Fig. 1: met1 routing
Bar = 20 um. Cells faint in the background.
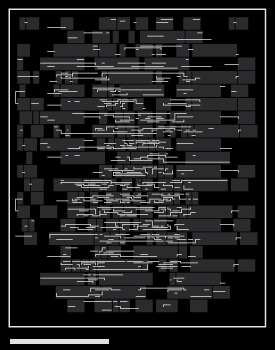
Fig. 2: signal wires on met2
Cells faint in the background.
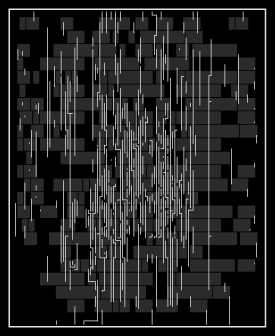
Fig. 3: metal 3
Bar = 20 um. Cells faint in the background.
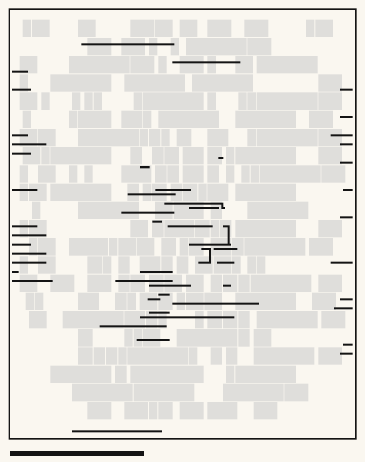
Fig. 4: placement view
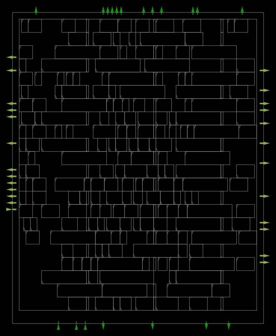
Fig. 5: sequential cells grouped by signal name
Other sequential cells in the stronger gray, the rest of the logic in the fainter gray.
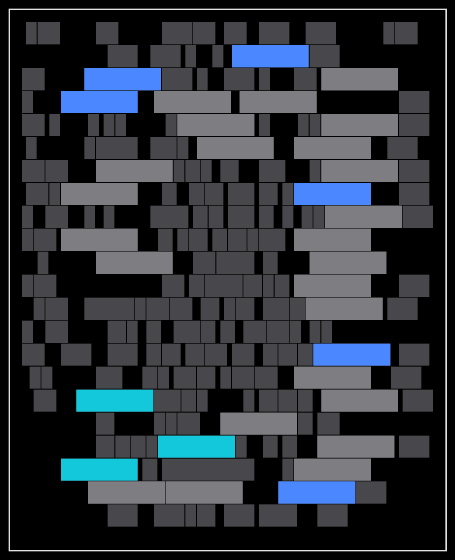
`src/rtl/systolic_seq_ctrl.sv`:
```
// Sequencer for the NxN weight-stationary systolic array: weight load, skewed feed, drain.
// Optional completed-run counter enabled by SYSTOLIC_SEQ_PERF_CNT_EN.
module systolic_seq_ctrl #(
  parameter int unsigned N     = 32,
  parameter int unsigned CNT_W = 6
) (
  input  logic             clk,
  input  logic             rstn,
  input  logic             start,
  input  logic             abort,
  output logic             busy,
  output logic             done,
  output logic             weight_load_en,
  output logic [CNT_W-1:0] weight_row_sel,
  output logic             acc_clr,
  output logic             feed_en,
  output logic [CNT_W-1:0] feed_cnt,
  output logic             drain_en,
  output logic [CNT_W-1:0] drain_row,
  output logic [15:0]      run_count
);

  localparam logic [CNT_W-1:0] LAST_ROW  = CNT_W'(N - 1);
  localparam logic [CNT_W-1:0] LAST_FEED = CNT_W'(2 * N - 2);

  typedef enum logic [2:0] {
    S_IDLE,
    S_LOAD_W,
    S_FEED,
    S_DRAIN,
    S_DONE
  } state_t;

  state_t           state, state_nxt;
  logic [CNT_W-1:0] cnt, cnt_nxt;

  logic             busy_d, done_d, wl_en_d, acc_clr_d, feed_en_d, drain_en_d;
  logic [CNT_W-1:0] wl_row_d, feed_cnt_d, drain_row_d;

  // State and shared phase counter
  always_ff @(posedge clk or negedge rstn) begin
    if (!rstn) begin
      state <= S_IDLE;
      cnt   <= '0;
    end else begin
      state <= state_nxt;
      cnt   <= cnt_nxt;
    end
  end

  // Next state, plus output decode of the next state so outputs can be registered
  always_comb begin
    state_nxt   = state;
    cnt_nxt     = cnt;
    busy_d      = 1'b0;
    done_d      = 1'b0;
    wl_en_d     = 1'b0;
    wl_row_d    = '0;
    acc_clr_d   = 1'b0;
    feed_en_d   = 1'b0;
    feed_cnt_d  = '0;
    drain_en_d  = 1'b0;
    drain_row_d = '0;

    case (state)
      S_IDLE: begin
        if (start && !abort) begin
          state_nxt = S_LOAD_W;
          cnt_nxt   = '0;
        end
      end
      S_LOAD_W: begin
        if (cnt == LAST_ROW) begin
          state_nxt = S_FEED;
          cnt_nxt   = '0;
        end else begin
          cnt_nxt = cnt + CNT_W'(1);
        end
      end
      S_FEED: begin
        if (cnt == LAST_FEED) begin
          state_nxt = S_DRAIN;
          cnt_nxt   = '0;
        end else begin
          cnt_nxt = cnt + CNT_W'(1);
        end
      end
      S_DRAIN: begin
        if (cnt == LAST_ROW) begin
          state_nxt = S_DONE;
          cnt_nxt   = '0;
        end else begin
          cnt_nxt = cnt + CNT_W'(1);
        end
      end
      S_DONE: begin
        state_nxt = S_IDLE;
        cnt_nxt   = '0;
      end
      default: begin
        state_nxt = S_IDLE;
        cnt_nxt   = '0;
      end
    endcase

    // Abort overrides any phase progress
    if (abort && (state != S_IDLE)) begin
      state_nxt = S_IDLE;
      cnt_nxt   = '0;
    end

    case (state_nxt)
      S_LOAD_W: begin
        busy_d   = 1'b1;
        wl_en_d  = 1'b1;
        wl_row_d = cnt_nxt;
      end
      S_FEED: begin
        busy_d     = 1'b1;
        feed_en_d  = 1'b1;
        feed_cnt_d = cnt_nxt;
        acc_clr_d  = (cnt_nxt == '0);
      end
      S_DRAIN: begin
        busy_d      = 1'b1;
        drain_en_d  = 1'b1;
        drain_row_d = cnt_nxt;
      end
      S_DONE: begin
        busy_d = 1'b1;
        done_d = 1'b1;
      end
      default: ;
    endcase
  end

  // Registered outputs; they track the registered state one-for-one
  always_ff @(posedge clk or negedge rstn) begin
    if (!rstn) begin
      busy           <= 1'b0;
      done           <= 1'b0;
      weight_load_en <= 1'b0;
      weight_row_sel <= '0;
      acc_clr        <= 1'b0;
      feed_en        <= 1'b0;
      feed_cnt       <= '0;
      drain_en       <= 1'b0;
      drain_row      <= '0;
    end else begin
      busy           <= busy_d;
      done           <= done_d;
      weight_load_en <= wl_en_d;
      weight_row_sel <= wl_row_d;
      acc_clr        <= acc_clr_d;
      feed_en        <= feed_en_d;
      feed_cnt       <= feed_cnt_d;
      drain_en       <= drain_en_d;
      drain_row      <= drain_row_d;
    end
  end

`ifdef SYSTOLIC_SEQ_PERF_CNT_EN
  logic [15:0] run_cnt_q;

  // Counts DONE cycles; wraps naturally at 16 bits
  always_ff @(posedge clk or negedge rstn) begin
    if (!rstn) begin
      run_cnt_q <= 16'h0;
    end else if (state == S_DONE) begin
      run_cnt_q <= run_cnt_q + 16'd1;
    end
  end

  assign run_count = run_cnt_q;
`else
  assign run_count = 16'h0;
`endif

endmodule

```
`config.mk`:
```
export PLATFORM = sky130hd
export DESIGN_NAME = systolic_seq_ctrl
export DESIGN_NICKNAME = d
export VERILOG_FILES = /design/src/rtl/systolic_seq_ctrl.sv
export SDC_FILE = /design/constraint.sdc
export NUM_CORES = 1
export LEC_CHECK = 0
export CORE_ASPECT_RATIO = 1.25
export CORE_UTILIZATION = 51
export CTS_CLUSTER_DIAMETER = 200
export DETAILED_ROUTE_END_ITERATION = 6
export GPL_ROUTABILITY_DRIVEN = 0
export GPL_TIMING_DRIVEN = 0
export PLACE_DENSITY = 0.91
export SLEW_MARGIN = 10
export SYNTH_ARGS = -nofsm -noshare
export SYNTH_HDL_FRONTEND = slang
export SYNTH_SLANG_ARGS = --single-unit
```
`constraint.sdc`:
```
create_clock -name clk -period 5.2 [get_ports clk]
set_input_delay 0.52 -clock clk [delete_from_list [all_inputs] [get_ports clk]]
set_output_delay 0.52 -clock clk [all_outputs]
set_load 0.05 [all_outputs]
```
==> deck_impl_summary.md <==
Flow Results at a Glance

Power and ir drop
  – Power in the clock group: 0.197 mW
  – Power per cell area: 375.8 nW/um2
  – Switch share: 0.3730
  – Combinational group share of total power: 0.338
  – Overall power of the completed layout: 0.7580 mW
  – Power dissipated in combinational cells: 0.257 mW
  – Leak pwr: 0.9981 nW
  – Sequential group share of total power: 0.402
  – Largest power group: sequential cells
  – P_int: 0.4753 mW
  – P_sw: 0.2828 mW
  – Portion of total power attributed to the clock network: 0.260
  – Sequential-cell power consumption: 0.305 mW
  – Worst vdd ir: 0.0002685 V

Layout
  – Non-clock buffer contribution to total cell area: 0.2041
  – Largest area class, layout: flip-flops and latches
  – Total Nets Final: 212
  – Cell area after layout: 2017 um2
  – Fraction of area in multi-input gates: 0.2996
  – Number of buffers outside the clock class in the layout: 49
  – Share of the core filled with cells: 0.6913
  – Multi-input logic area: 604.3 um2
  – MI comb cells: 105
  – Clock-cell share: 0.04218
  – Fraction of final layout cells with drive strength greater than 1: 0.1594
  – Register Area: 825.8 um2
  – Inverter count: 12
  – Fillers: 239
  – Commonest non-fill, non-tap cells in the layout: 33 x sky130_fd_sc_hd__dfrtp_1, 26 x sky130_fd_sc_hd__clkdlybuf4s50_1, 17 x sky130_fd_sc_hd__nor2_1
  – # clk buffers: 7
  – Antenna diodes: 0
  – Most used logic cell in the final layout: sky130_fd_sc_hd__dfrtp_1
  – Area growth, synth to finish: 28.86%

Worst setup path
  – Cell class contributing the biggest share of worst-path delay: simple AND/OR/NAND/NOR gates
  – FF-to-FF Start: cnt[0]
  – Launching instance or port of the critical path: abort
  – Maximum single-stage delay on the critical path: 0.52 ns
  – Slowest-stage cell, CP: sky130_fd_sc_hd__clkdlybuf4s50_1
  – Worst r2r dst: weight_row_sel[5]
  – Crit path capture type: flip-flop
  – Category of the worst setup path launch point: input pin
  – Ordered list of cells on the worst path: clkdlybuf4s50_1 > nor2b_1 > o21ai_0 > o21ai_1 > or4b_1 > buf_2 > nor4_2
  – Worst R2R Setup Slack: 2.96 ns
  – Type of the worst setup path: input pin to flip-flop
  – Required time worst endpoint: 5.45 ns
  – Worst reg2reg path depth: 7
  – Maximum fanout count along the critical path: 7
  – Buf+Inv Stages, Crit Path: 2
  – CP Data Arrival Time: 2.51 ns

Yosys
  – Fraction of synthesis flops using an asynchronous set or reset pin: 1.000
  – Area fraction in compound gates: 0.1271
  – Prevailing logic family in the synthesized netlist: simple AND/OR/NAND/NOR gates
  – Most numerous cell types in the synthesized netlist: 33 x sky130_fd_sc_hd__dfrtp_1, 17 x sky130_fd_sc_hd__nor2_1, 16 x sky130_fd_sc_hd__buf_4, 12 x sky130_fd_sc_hd__inv_1, 7 x sky130_fd_sc_hd__o21ai_0
  – # Cells Yosys: 157
  – Yosys synthesis chip area: 1565 um2
  – Cells after synthesis: 157
  – XOR Share, Synth: 0.01119
  – Mux area share: 0
  – Simple-gate area share of the yosys netlist: 0.1934
  – Main flop type: sky130_fd_sc_hd__dfrtp_1
  – Sequential-to-total area share from yosys stat: 0.5276
  – Post-synthesis cell type with the largest combined area: sky130_fd_sc_hd__dfrtp_1
  – Top cells by area: sky130_fd_sc_hd__dfrtp_1 53%, sky130_fd_sc_hd__buf_4 7.7%, sky130_fd_sc_hd__nor2_1 4.1%, sky130_fd_sc_hd__inv_1 2.9%, sky130_fd_sc_hd__o21ai_0 2.2%
  – Largest type area fraction: 0.5276
  – Average cell area after synthesis: 9.970 um2
  – Count of library flops with an enable pin: 0
  – Post-synthesis cell area: 1565 um2
  – Count of distinct cell types in the synthesized netlist: 41
  – Number of storage elements in the synthesis netlist: 33
  – Ys Warns: 0
  – Post-synthesis adder-cell area fraction: 0.01599
  – Dominant cell by count in the synthesized netlist: sky130_fd_sc_hd__dfrtp_1

Final timing
  – Setup repair after global routing missed its margin: no
  – Total negative slack for setup checks: 0 ns
  – Fin. max-slew vios: 0
  – Shortest period the worst path allows: 2.266 ns
  – Total setup violations reported at the end of the flow: 0
  – Worst-case clock skew: 0.006874 ns
  – Actual transition at the worst max-transition pin: 0.8240 ns
  – Slew HR: 0.4456
  – Worst setup margin: 2.934 ns
  – Final cycle utilization of the critical path: 0.4357
  – Count of final hold-check violations: 0
  – Timing-limited maximum frequency: 0.4413 GHz
  – Minimum hold slack: 0.2030 ns

Clock tree
  – Number of buffers on the longest clock path: 2
  – Hold-fix buffers, CTS: 0
  – Clk_lat worst skew: 0.34 ns
  – Clock transition at the register clock pins on the worst setup and hold paths after CTS: 0.10 ns
  – Sink count of the clock tree: 33
  – Post_cts resized: 0
  – Cell at the root of the clock tree: sky130_fd_sc_hd__clkbuf_4
  – Number of buffers created by CTS: 5
  – Level count of the clock H-tree: 2
  – Buffers inserted by post-CTS timing repair: 0
  – TritonCTS clock tree: yes

Drt
  – Highest routing layer actually used: met4
  – Post-detailed-route DRC marker count: 0
  – Amount of wire on met3 after detailed routing: 231 um
  – Number of routed nets with antenna violations: 0
  – Routed length per instance: 12.29 um
  – Iteration tally of the first detailed-router pass: 4
  – Wire length the detailed router placed on met1: 1137 um
  – Violation count after the first detailed-routing iteration: 39
  – Sum of met2 wire segment lengths after detailed routing: 1503 um
  – Post-detailed-route via-to-cell ratio: 5.189

Run status
  – Result of the run: completed

Floorplanning
  – Floorplan die width: 51.55 um
  – Area of the placeable core: 2918 um2
  – Die H: 63.94 um
  – Init Core Util: 0.5364
  – Tap cell count: 36
  – Chip area: 3296 um2
  – I/O Pins: 44

Global route
  – Maximum number of pins on one net before global-route repair: 34
  – Via count of the first global-routing pass: 1141
  – Overall fraction of global-route tracks in use: 0.2140
  – First-pass GRT wire length: 5037 um
  – Initial antenna violation count: 0
  – Most crowded layer after global routing: met2
  – Global route overflow: 0
  – Met2 Use GR: 0.3506

Min path
  – Worst Hold Class: input pin to asynchronous set/reset pin

Job
  – Count of tool warnings: 27
  – Number of max-cap violations: 0

Place
  – Cell count after placement: 235
  – Pre-CTS worst setup slack: 2.603 ns
  – Count of port buffers added during placement: 27
  – Placed cell areas: 1932 um2
  – Total half-perimeter wirelength after legalization and detailed placement: 2161 um
About Fig. 1:
171 nets have wire on it. The layer carries 1140 um of wire. The longest straight run is 19.8 um. The layer holds 38% of the routed length. The wires run mostly horizontal.
Total Routed Length: 2986 um
via count: 1261
met1 usage: 0.2355

About Fig. 2:
The wires run mostly vertical. 175 nets have wire on it. The longest straight run is 45.9 um. The layer carries 1500 um of wire. The layer holds 50% of the routed length.

About Fig. 3:
The longest straight run is 13.8 um. The layer carries 231 um of wire. 44 nets have wire on it. The layer holds 7.7% of the routed length. The wires run mostly horizontal.
met3 usage in global routing: 0.05952

About Fig. 4:
number of rows in the core area: 22
flip-flop and latch share of the layout cell area: 0.4094
num sequential: 33
Non-Filler Instances: 243

About Fig. 5:
state: shown in cyan, sequential cells 3. drain_row: shown in blue, sequential cells 6.
Another 24 sequential cells are not colored.

==> how the worst max path moves through the flow <==
stage | end | cells after the start | slack [ns]
6_report | drain_row[5] | 7 | 2.93
5_1_grt | acc_clr | 7 | 2.73
4_1_cts | drain_row[5] | 7 | 2.96
3_5_place_dp | drain_row[5] | 7 | 2.60
3_3_place_gp | drain_row[5] | 7 | 2.59
2_1_floorplan | drain_row[5] | 8 | 3.26
==> state kept, by name (all words and copies together), names as in the netlist, 3 cells and up <==
register        cells
cnt                 6
drain_row           6
feed_cnt            6
weight_row_sel      6
state               3
==> cells by family (layout without fill, tap and decap cells) <==
group	count (synthesis)	in the layout
AND/OR/NAND/NOR	54	54
XOR/XNOR	2	2
buffers and inverters	34	69
other	1	16
AND-OR/OR-AND	31	31
adder cells (fa/ha/maj)	2	2
flip-flops	33	33
Power and IR drop assume default switching activity.
